**Run 1: clock distribution**

Bar = 20 um.
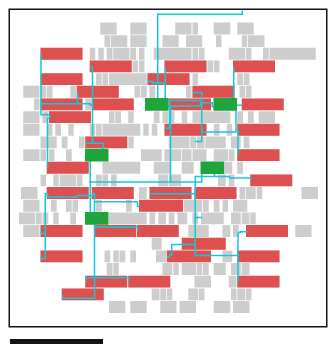
**Run 1: routed metal, one color a layer**

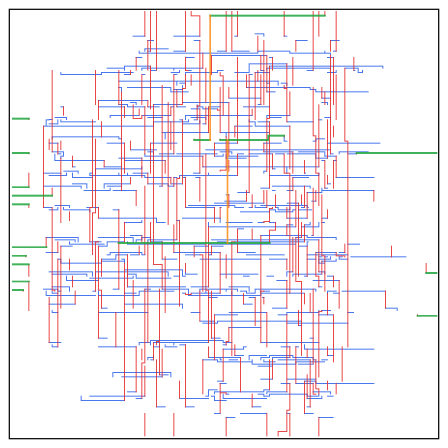
**Run 1: layout detail**

Window x 14 to 54, y 0 to 40 um. Cells in gray, sequential cells in the stronger gray; small squares are vias.
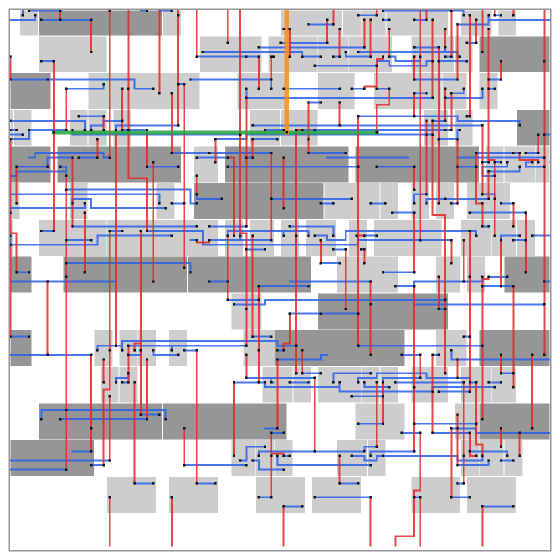
**Run 1: M3 wires**

Bar = 20 um.
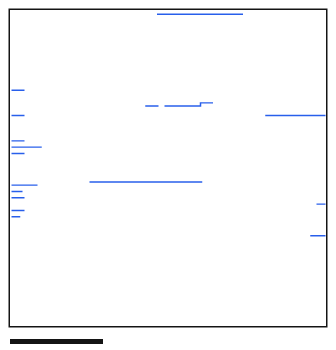
File: config.mk
export PLATFORM = sky130hd
export DESIGN_NAME = cmp_lgez_serial
export DESIGN_NICKNAME = d
export VERILOG_FILES = /design/src/rtl/cmp_lgez_serial.sv
export SDC_FILE = /design/constraint.sdc
export NUM_CORES = 1
export LEC_CHECK = 0
export CAP_MARGIN = 20
export CORE_MARGIN = 1.5
export CORE_UTILIZATION = 40
export DETAILED_ROUTE_END_ITERATION = 8
export GPL_TIMING_DRIVEN = 0
export PLACE_DENSITY = 0.7
export SYNTH_ARGS = -nofsm -noshare
export SYNTH_HDL_FRONTEND = slang
export SYNTH_SLANG_ARGS = --single-unit
File: constraint.sdc
create_clock -name i_clk -period 2.97 [get_ports i_clk]
set_input_delay 0.4455 -clock i_clk [delete_from_list [all_inputs] [get_ports i_clk]]
set_output_delay 0.4455 -clock i_clk [all_outputs]
set_load 0.01 [all_outputs]
File: src/rtl/cmp_lgez_serial.sv
// cmp_lgez_serial: slice-serial unsigned comparator producing a 2-bit code
//   00 = both zero, 11 = equal and nonzero, 01 = X<Y, 10 = X>Y.
// Operands are compared p_WIDTH bits per cycle, most significant slice first.
// Optional feature macro: CMP_LGEZ_SERIAL_EARLY_EXIT_EN
//   defined   -> leave RUN on the first differing slice
//   undefined -> always spend exactly p_SLICES cycles in RUN
module cmp_lgez_serial #(
    parameter int unsigned p_WIDTH  = 3,
    parameter int unsigned p_SLICES = 4
) (
    input  logic                          i_clk,
    input  logic                          i_rst,
    input  logic                          i_valid,
    output logic                          o_ready,
    input  logic [p_WIDTH*p_SLICES-1:0]   iv_x,
    input  logic [p_WIDTH*p_SLICES-1:0]   iv_y,
    output logic                          o_valid,
    input  logic                          i_ready,
    output logic [1:0]                    ov_res,
    output logic                          o_busy
);

    localparam int unsigned OW   = p_WIDTH * p_SLICES;
    localparam int unsigned IDXW = (p_SLICES > 1) ? $clog2(p_SLICES) : 1;
    localparam logic [IDXW-1:0] LAST_IDX = IDXW'(p_SLICES - 1);

    typedef enum logic [1:0] {
        S_IDLE = 2'd0,
        S_RUN  = 2'd1,
        S_DONE = 2'd2
    } state_t;

    state_t              state_q;
    logic [OW-1:0]       x_q;
    logic [OW-1:0]       y_q;
    logic [IDXW-1:0]     idx_q;
    logic                nz_q;
    logic [1:0]          res_q;
    logic                ready_q;
    logic                busy_q;
    logic                valid_q;
`ifndef CMP_LGEZ_SERIAL_EARLY_EXIT_EN
    logic [1:0]          diff_q;     // first differing slice code, 00 = none yet
    logic [1:0]          pending;
`endif

    logic [p_WIDTH-1:0]  slice_x;
    logic [p_WIDTH-1:0]  slice_y;
    logic [1:0]          slice_code;
    logic                slice_diff;
    logic                nz_acc;
    logic [1:0]          done_code;
    logic                finish;

    // Compare the current slice and work out the decision for this RUN cycle
    always_comb begin
        slice_x    = x_q[idx_q*p_WIDTH +: p_WIDTH];
        slice_y    = y_q[idx_q*p_WIDTH +: p_WIDTH];
        slice_code = 2'b00;
        if (slice_x > slice_y) begin
            slice_code = 2'b10;
        end else if (slice_x < slice_y) begin
            slice_code = 2'b01;
        end else if (slice_x != '0) begin
            slice_code = 2'b11;
        end
        slice_diff = slice_code[1] ^ slice_code[0];
        nz_acc     = nz_q | (slice_code == 2'b11);
`ifdef CMP_LGEZ_SERIAL_EARLY_EXIT_EN
        done_code  = slice_diff ? slice_code : (nz_acc ? 2'b11 : 2'b00);
        finish     = slice_diff || (idx_q == '0);
`else
        // Only the most significant differing slice decides; later ones are ignored
        pending    = (diff_q != 2'b00) ? diff_q : (slice_diff ? slice_code : 2'b00);
        done_code  = (pending != 2'b00) ? pending : (nz_acc ? 2'b11 : 2'b00);
        finish     = (idx_q == '0);
`endif
    end

    // Control FSM with registered handshake outputs and result
    always_ff @(posedge i_clk or posedge i_rst) begin
        if (i_rst) begin
            state_q <= S_IDLE;
            x_q     <= '0;
            y_q     <= '0;
            idx_q   <= LAST_IDX;
            nz_q    <= 1'b0;
            res_q   <= 2'b00;
            ready_q <= 1'b1;
            busy_q  <= 1'b0;
            valid_q <= 1'b0;
`ifndef CMP_LGEZ_SERIAL_EARLY_EXIT_EN
            diff_q  <= 2'b00;
`endif
        end else begin
            case (state_q)
                S_IDLE: begin
                    if (i_valid) begin
                        x_q     <= iv_x;
                        y_q     <= iv_y;
                        nz_q    <= 1'b0;
                        idx_q   <= LAST_IDX;
`ifndef CMP_LGEZ_SERIAL_EARLY_EXIT_EN
                        diff_q  <= 2'b00;
`endif
                        state_q <= S_RUN;
                        ready_q <= 1'b0;
                        busy_q  <= 1'b1;
                    end
                end
                S_RUN: begin
                    if (finish) begin
                        res_q   <= done_code;
                        state_q <= S_DONE;
                        busy_q  <= 1'b0;
                        valid_q <= 1'b1;
                    end else begin
                        idx_q   <= idx_q - IDXW'(1);
                        nz_q    <= nz_acc;
`ifndef CMP_LGEZ_SERIAL_EARLY_EXIT_EN
                        diff_q  <= pending;
`endif
                    end
                end
                S_DONE: begin
                    if (i_ready) begin
                        state_q <= S_IDLE;
                        valid_q <= 1'b0;
                        ready_q <= 1'b1;
                    end
                end
                default: begin
                    state_q <= S_IDLE;
                    ready_q <= 1'b1;
                    busy_q  <= 1'b0;
                    valid_q <= 1'b0;
                end
            endcase
        end
    end

    assign o_ready = ready_q;
    assign o_busy  = busy_q;
    assign o_valid = valid_q;
    assign ov_res  = res_q;

endmodule

==> results.yml, run 1 <==
# flow metrics
setup_path:
  reg2reg_from: "idx_q[0]$_DFFE_PP1P_"
  cp-start-kind: "flip-flop"
  path_max_fanout: 9
layout:
  logic_area_um2: 709
  final_cell_area_um2: 2180
  n_antenna_cell: 0
  layout_top_cell: "nand2_1"
  n_fill_cell: 392
  lay_top_cells: "nand2_1 (77), dfrtp_1 (33), clkdlybuf4s50_1 (32)"
  num-nets-final: 252
final_timing:
  hold_viol: 0
  fin_skew_ns: 0.00851
  period_needed_ns: 2.55
  setup_tns_ns: 0
  finalCritPeriodShare_pct: 86.0
drt:
  vias: 1269
  wl_met1_mm: 1.55
  vias_per_cell: 4.68
  first_pass_iters: 4
  drt_iter0_markers: 50
  dr.max_layer_used: "met4"
  routed_wl_mm: 3.17
placed_design:
  portBuffers: 32
  routabilityCongestion: 0.773
clocking:
  htree_num_levels: 2
  cts_tree: "built"
  numClockSinks: 36
  cts_resized: 0
  hold_buffers: 0
power_and_ir_drop:
  internal_power_w: 0.00142
  seqPwrFrac_pct: 38.4
  switchingPower_w: 0.000815
  combinationalPowerShare_pct: 45.9
  power_leakage_nw: 1.05
  power_density_nw_per_um2: 1020
synth:
  top_area_share_pct: 49.0
  syn_inst: 180
  syn_area_um2: 1680
  yosys_warnings: 0
  synth_area_leader_cell: "dfrtp_1"
min_path:
  min_from: "y_q[11]$_DFFE_PP0P_"
  min_path_cells: 2
run:
  warnings: 26
floorplanning:
  rows: 23
  core_area_um2: 4030
  chipArea_um2: 4610
outcome:
  status: "finished clean"
global_route:
  grt_pass1_wl_mm: 5.75
  antenna_found_initial: 0
  gr-total-overflow: 0
Notes on 'clock distribution' above:
[green] clock drivers | count: 5
[red] flip-flops | count: 36
[cyan] clock wires | length: 412 um
routed clock nets	6
flops lie	widely spread
power share of the clock group: 15.6%
later-pin clock latency in the skew report: 0.28 ns

Notes on 'routed metal, one color a layer' above:
color	layer	wire length
orange	metal 4	36.0 um
green	metal 3	103 um
blue	metal 1	1550 um
red	metal 2	1480 um
drt wl/cell: 11.7 um
GRT Util Overall: 16.8%

Notes on 'layout detail' above:
color	layer
red	metal 2
orange	metal 4
blue	metal 1
green	metal 3
most frequent	nand2_1 (20), dfrtp_1 (12), nor2_1 (11)
netlist names of flops here include	x_q (5), diff_q (2), idx_q (2)
sequential cells in the window	15
cells with their middle in the window	104

Notes on 'M3 wires' above:
nets with wire on the layer	15
wire length on this layer	103 um
share of all routed wire	3.3%

-- run 1: cell families (layout without fill, tap and decap cells) --
group	Yosys count	count (layout)	synth area share (%)
buf+inv	16	57	4.16
mux	6	6	8.02
compound gates	18	18	6.76
fa+ha+maj	4	4	2.97
simple gates	100	100	24.4
flops	36	36	53.7
-- run 1: per-stage QoR --
step / instances / power (W) / setup WS (ns) / hold slack, ns / utilization, %
after detailed placement: 263 / 0.00191 / 0.420 / 0.458 / 52.0
final: 271 / 0.00223 / 0.416 / 0.473 / 54.2
after CTS: 271 / 0.00226 / 0.406 / 0.475 / 54.2
after global routing: 271 / 0.00247 / 0.263 / 0.497 / 54.2
after global placement: 262 / 0.00187 / 0.456 / 0.453 / 51.3
after floorplan: 180 / 0.00161 / 0.594 / 0.440 / -
-- run 1: synth_stat cells, drive strengths merged --
library cell	count
a21o	1
a31oi	3
clkbuf	5
o21ai	5
o21bai	1
o22a	1
nor2b	4
or2	1
a31o	1
and2	3
ha	4
o311ai	1
dfstp	3
a221oi	1
nand2	77
mux4	6
nand2b	2
and2b	1
nor3	1
buf	3
dfrtp	33
a21oi	4
nor2	11
inv	8
-- run 1: metal layers --
metal  vias to the layer above  global-route usage [%]
met2                        19                    26.3
met3                         4                    4.28
met1                       590                    23.3
li1                        656                       -
met5                         -                       0
met4                         0                    4.75
-- run 1: sequential cells by signal (all words and copies together), names as in the netlist --
| register | cells |
|---|---|
| diff_q | 2 |
| idx_q | 2 |
| nz_q | 1 |
| o_busy | 1 |
| o_ready | 1 |
| o_valid | 1 |
| ov_res | 2 |
| state_q | 2 |
| x_q | 12 |
| y_q | 12 |
-- run 1: power by group through the flow --
| stage | Combinational, W | Sequential [W] | Clock [W] |
|---|---|---|---|
| floorplan | 0.000773 | 0.000841 | 0 |
| global placement | 0.00101 | 0.000856 | 0 |
| detailed placement | 0.00104 | 0.000867 | 0 |
| CTS | 0.00105 | 0.000858 | 0.000357 |
| global route | 0.00119 | 0.000893 | 0.000387 |
| finish | 0.00103 | 0.000859 | 0.000349 |
-- run 1: worst max-delay path by stage --
stage	from	end	slack, ns	depth (start not counted)
5_1_grt	idx_q[0]$_DFFE_PP1P_	ov_res[0]$_DFFE_PP0P_	0.26	8
3_5_place_dp	idx_q[0]$_DFFE_PP1P_	ov_res[0]$_DFFE_PP0P_	0.42	8
4_1_cts	idx_q[0]$_DFFE_PP1P_	ov_res[0]$_DFFE_PP0P_	0.41	8
6_report	idx_q[0]$_DFFE_PP1P_	ov_res[0]$_DFFE_PP0P_	0.42	8
3_3_place_gp	idx_q[0]$_DFFE_PP1P_	ov_res[0]$_DFFE_PP0P_	0.46	8
2_1_floorplan	idx_q[0]$_DFFE_PP1P_	ov_res[0]$_DFFE_PP0P_	0.59	8
-- run 1: layout make-up --
class	count	area share (%)
multi-input combinational	128	32.5
inverter	8	1.37
buffer	8	1.83
timing repair buffer	33	15.9
tap	50	2.86
clock buffer	8	4.12
sequential	36	41.4
-- run 1: worst max-delay path: cells and delay by family, from the launching register on --
family,cells,cell delay (ns)
muxes,1,0.54
and+or+nand+nor,2,0.25
AOI/OAI and AO/OA,3,0.67
DFF,1,0.53
buffers and inverters,1,0.15
adders and majority gates,1,0.31
**Run 1: placement view**

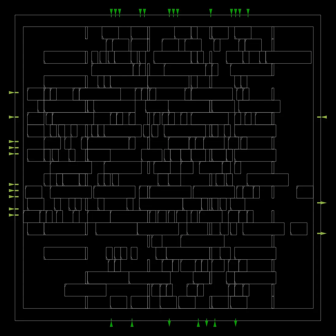

## Run 2: what changed since run 1
Settings changed: CORE_ASPECT_RATIO set to 1.2.
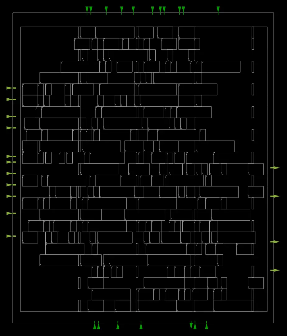
**Above:** run 2 (placement view).
flip-flops: 36
flop share of the area: 41.1%
Finished Core Util: 54.9%

==> run 2 against run 1 <==
  * Clock power rose by 6.9%
  * Register-to-register slack gained 0.05 ns
  * Synthesized cell count unchanged
  * Global-route usage fell by 1.3 points
  * Die area about the same
  * Design area increased by 0.69%
  * Core utilization is 0.71 points higher
  * Critical path type unchanged
  * Via count increased by 1.8%
  * Fmax up 2.0%
  * Final cell count is 1.5% higher
  * Synthesized area is the same
==> results.yml, run 2 <==
# flow metrics
outcome:
  status: "finished clean"
global_route:
  met1_usage_pct: 19.2
  antenna_found_initial: 0
  grt.total_usage_pct: 15.5
  grt_pass1_wl_mm: 5.56
  grtUsageMet3_pct: 3.63
  gr-total-overflow: 0
final_timing:
  finalCritPeriodShare_pct: 84.3
  setup_tns_ns: 0
  period_needed_ns: 2.50
  hold_viol: 0
setup_path:
  reg2reg_from: "idx_q[0]$_DFFE_PP1P_"
  cp-start-kind: "flip-flop"
  path_max_fanout: 9
  timing.critical_path.from: "idx_q[0]$_DFFE_PP1P_"
  crit_end: "ov_res[0]$_DFFE_PP0P_"
layout:
  n_antenna_cell: 0
  stdcell_count: 275
  num-nets-final: 252
  largestRegisters: "x_q: 12 flops, y_q: 12 flops"
  lay_top_cells: "nand2_1 (77), dfrtp_1 (33), clkdlybuf4s50_1 (32)"
synth:
  syn_inst: 180
  ff_type: "dfrtp_1"
  top_area_share_pct: 49.0
  synth.most_common_cell: "nand2_1"
  common_cells: "nand2_1 (77), dfrtp_1 (33), nor2_1 (11)"
  synth_area_leader_cell: "dfrtp_1"
  enable_flop_cells: 0
  yosys_warnings: 0
clocking:
  htree_num_levels: 2
  cts_resized: 0
  clk_latency_ns: 0.28
  numClockSinks: 36
power_and_ir_drop:
  power_density_nw_per_um2: 1030
  combinationalPowerShare_pct: 45.3
  power_leakage_nw: 1.06
  internal_power_w: 0.00144
drt:
  routedWlPerCell_um: 11.5
  vias: 1292
  routed_wl_mm: 3.16
  vias_per_cell: 4.70
floorplanning:
  chipArea_um2: 4610
  core_area_um2: 4000
  rows: 25
placed_design:
  routabilityCongestion: 0.772
  portBuffers: 32
  place_inst: 267
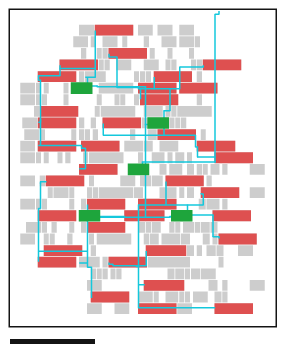
**Above:** run 2 (clock distribution).
Bar = 20 um.
[green] clock drivers | count: 5
[red] flip-flops | count: 36
[cyan] clock wires | length: 446 um
flops lie	widely spread
clock-net power: 0.000373 W
power share of the clock group: 16.6%
Clock Skew: 0.00740 ns

## run 2: cell counts after synthesis
No cell type changed its count.
## run 2: per-layer routing
metal	wire [um]	part of all wire, %	up-vias
met5	0	0	-
met4	30	0.95	0
met3	95	3.0	4
met2	1570	50	27
met1	1460	46	606
li1	-	-	655
## run 2: power groups by stage
| stage | Combinational (W) | Sequential [W] | Clock [W] |
|---|---|---|---|
| 2_1_floorplan | 0.000773 | 0.000841 | 0 |
| 3_3_place_gp | 0.00100 | 0.000857 | 0 |
| 3_5_place_dp | 0.00104 | 0.000865 | 0 |
| 4_1_cts | 0.00104 | 0.000858 | 0.000389 |
| 5_1_grt | 0.00118 | 0.000884 | 0.000410 |
| 6_report | 0.00102 | 0.000860 | 0.000373 |
## run 2: per-stage QoR
step	hold slack, ns	power, W	utilization [%]	setup slack [ns]	cell area, um^2
2_1_floorplan	0.440	0.00161	-	0.594	1680
3_5_place_dp	0.462	0.00190	52.4	0.458	2100
3_3_place_gp	0.453	0.00186	51.7	0.479	2070
6_report	0.475	0.00225	54.9	0.466	2200
4_1_cts	0.478	0.00229	54.9	0.441	2200
5_1_grt	0.496	0.00247	54.9	0.264	2200
## run 2: kinds of logic after synthesis
logic type / synth area share (%)
compound gates: 6.76
simple gates: 24.4
buf+inv: 4.16
mux: 8.02
flops: 53.7
fa+ha+maj: 2.97
## run 2: layout make-up
class	instances	area [um^2]
inverters	8	30.0
multi-input cells	128	709
plain buffers	8	40.0
clock buffers	8	100
repair buffers	33	348
flip-flops and latches	36	905
well taps	54	67.6
fillers	398	1800
## run 2: worst max-delay path, cell delays in order, from the launching register on
cell	delay, ns
dfstp_2	0.52
buf_6	0.15
mux4_2	0.53
ha_1	0.30
nor2b_1	0.16
o21ai_0	0.11
a31oi_1	0.28
o21ai_0	0.15
a31o_1	0.19
## run 2: how the worst min path moves through the flow
stage                                      to  cells past startpoint
after CTS                 x_q[10]$_DFFE_PP0P_                      2
after global routing       x_q[9]$_DFFE_PP0P_                      2
after detailed placement  x_q[10]$_DFFE_PP0P_                      2
after floorplan            x_q[6]$_DFFE_PP0P_                      2
after global placement     x_q[9]$_DFFE_PP0P_                      2
final                     x_q[10]$_DFFE_PP0P_                      2
Power figures rest on the tool's default switching activity, not on a simulated workload.
